Design switch_lut_debounced_flat, sky130hd; sources not shown.
Fig. 1: routed metal per tile
Scale bar: 20 um. The die is cut into 18 by 18 equal tiles; dark blue is low, red is high, scaled to the fullest tile. Values are wire area over tile area, all layers added.
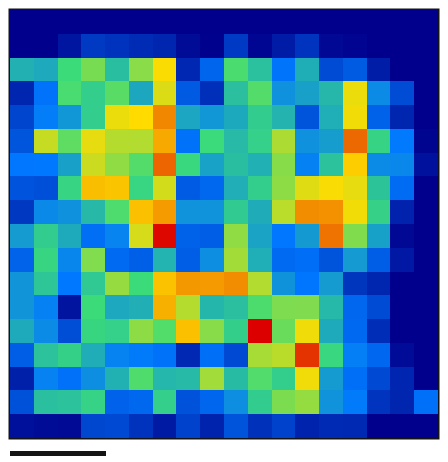
emptiest ninth of the die: top right
densest ninth of the die: middle
fullest tile: 0.37
nearly empty tiles: 15%
Vias: 2434
GR Util All Layers: 0.191
routed wire length: 6.27 mm

Fig. 2: where the registers sit
Scale bar: 20 um. Other sequential cells in the stronger gray, the rest of the logic in the fainter gray.
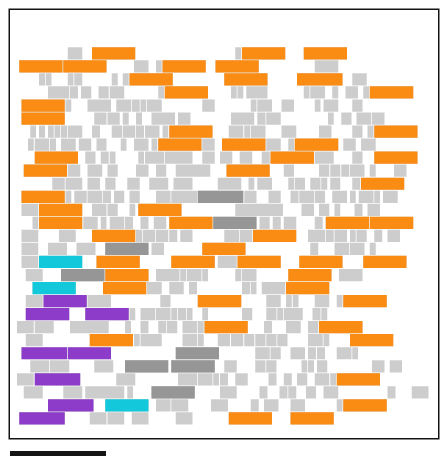
| netlist name | color | placed flops |
|---|---|---|
| `u_core.lut_q` | purple | 8 |
| `u_core.g_chan.u_debounce.hold_cnt` | orange | 54 |
| `u_core.g_chan.u_debounce.sync_meta` | cyan | 3 |
Final Core Density: 0.569
sequential share of cell area: 0.442
Seq. pwr: 1.59 mW
Seq. cell area: 1830 sq um

Fig. 3: cells colored by class
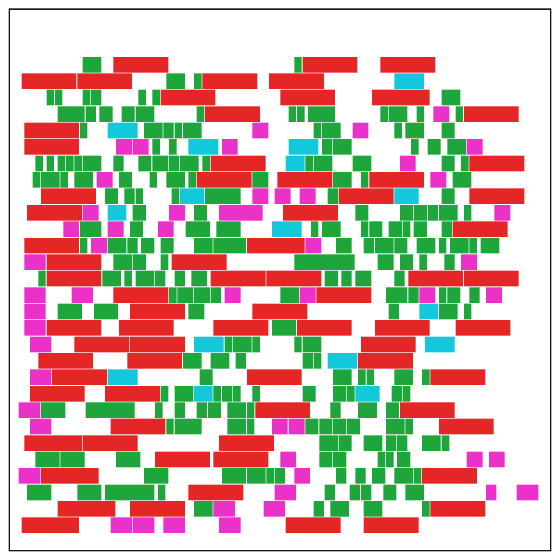
| class | color | cells | share of their area |
|---|---|---|---|
| sequential cells | red | 73 | 46% |
| clock drivers and dummy loads | cyan | 16 | 4.8% |
| combinational and other logic | green | 236 | 39% |
| remaining buffers and delay cells | magenta | 52 | 11% |
Final Cell Area: 4150 sq um
Core ar.: 7290 sq um

==> results.cfg <==
; yosys + openroad results
[clock_tree]
clk_pin_slew_ns = 0.09
cts_sinks = 73
clockBufferDepth = 2
worst_skew_pair.late_latency_ns = 0.35
cts_buffers = 9

[finish]
final_layout_size_suffix_gt1_frac = 0.204
largest_reg_flops = 54
syn_to_final_growth_pct = 21.0
fillers = 679
final_nets = 389

[power_and_ir_drop]
p_leak_nw = 1.70
power.share.clock = 0.393
power.density_nw_per_um2 = 700
seq_power_share = 0.548
ir_drop_mv = 0.534
sw_frac_of_total = 0.258

[grt]
grt_pass1_wl_mm = 11.4
grt-ovfl-total = 0
grt_max_degree = 41
antenna_found_initial = 0

[placement]
dp_cells = 458
dp_slack_ns = -0.212
numPortBuffers = 18
place.detailed.hpwl_mm = 4.52
gp_congestion = 0.754

[synthesis]
syn_area_sq_um = 3430
ys_warn_count = 0
syn_nets = 336
ys_seq_share = 0.534
ff_type = dfrtp_1
async_flop_share = 1.00
numSynthFlops = 73
syn_inst = 319
area_leaders = dfrtp_1 (50%), xnor2_1 (6.9%), nor2_1 (6.1%), xor2_1 (4.6%), mux2_2 (3.9%)
edf_count = 0

[setup_path]
critical_path_class = flop to flop
crit_fanout = 2
critPathArrivalTime_ns = 2.22
required_ns = 2.04
start_kind = flop
r2r_setup_slack_ns = -0.19

[timing]
finalWorstSetupSlack_ns = -0.188
fin_setup_tns_ns = -3.20
fin_crit_ns = 2.14
slew_headroom = 0.661
max_clock_freq_ghz = 0.468
setup_viol = 19

[job]
maxCapViolations = 0

[floorplanning]
dieHeight_um = 89.3
boundaryPins = 19
die_area_sq_um = 7970
die_w_um = 89.3

[worst_hold_path]
hold_class = input pin to flop
min_delay_path_depth = 1

[routing]
drtIter0Drc = 78
wl_per_cell_um = 13.2
firstDrtPassIters = 4
drc = 0
ant_nets = 0

[run_status]
violations = setup timing
status = finished, violations left
-- cell usage in the layout (no fill, tap or decap), drive strengths merged, types with 3 or more instances in the layout --
cell type      count
nor3               6
o31ai              3
a21oi              7
inv               13
or4                6
ha                 3
nand3             19
nand4             18
clkdlybuf4s50     17
xnor2             27
clkbuf             9
dfrtp             69
xor2              18
buf               34
or3                3
nand2             13
dfstp              4
and4               4
nor2              56
o21ai              6
nor4              12
mux2              12
-- power groups by stage --
stage / clock, mW / sequential [mW] / combinational (mW)
final: 1.14 / 1.59 / 0.173
after global routing: 1.26 / 1.60 / 0.197
after CTS: 1.20 / 1.59 / 0.179
after detailed placement: 0 / 1.62 / 0.175
after global placement: 0 / 1.62 / 0.170
after floorplan: 0 / 1.62 / 0.0762
-- cell usage after synthesis (all sizes together) (6+ instances only) --
cell and n:
xnor2 27, nand2 13, o21ai 6, xor2 18, nand3 19, nor3 6
a21oi 7, dfrtp 69, mux2 12, nor2 56, or4 6, nor4 12
inv 7, nand4 18
-- layout make-up --
cell class / instances / share of cell area
sequential: 73 / 0.442
inverter: 7 / 0.00633
timing repair buffer: 52 / 0.107
tap: 99 / 0.0299
clock buffer: 9 / 0.0299
multi-input combinational: 229 / 0.368
clock inverter: 7 / 0.0166
-- worst max-delay path, stage by stage (launching register included) --
cell	delay [ns]
dfrtp_1	0.38
or4b_1	0.54
or4_4	0.57
nor2_4	0.10
mux2_4	0.29
-- per-layer routing --
layer | track usage | vias up | part of all wire
li1 | - | 1234 | -
met5 | 0 | - | 0
met1 | 0.258 | 1166 | 0.49
met4 | 0.0505 | 0 | 0.013
met2 | 0.301 | 26 | 0.47
met3 | 0.0563 | 8 | 0.028
-- timing repair --
action,CTS,global route
hold buffers,1,0
setup buffers,0,1
pin swaps,3,0
endpoints found under the hold margin,69,0
setup endpoints to repair,19,21
gates resized,2,2
-- logic make-up (layout without fill, tap and decap cells) --
kind of cell / count (synthesis) / count (layout) / synth area share
and+or+nand+nor: 150 / 150 / 0.226
DFF: 73 / 73 / 0.534
xor gates and xnor gates: 45 / 45 / 0.115
AOI/OAI and AO/OA: 17 / 17 / 0.0369
buffers and inverters: 17 / 75 / 0.0245
muxes: 14 / 14 / 0.0526
adders and majority gates: 3 / 3 / 0.0110
-- stage by stage --
stage / total power [mW] / util / hold slack [ns] / area [sq um]
after floorplan: 1.69 / - / -0.251 / 3430
after global placement: 1.79 / 0.539 / 0.109 / 3930
after detailed placement: 1.80 / 0.539 / 0.105 / 3930
after CTS: 2.97 / 0.568 / 0.104 / 4140
after global routing: 3.06 / 0.569 / 0.117 / 4150
final: 2.90 / 0.569 / 0.129 / 4150
Power and IR drop assume default switching activity.
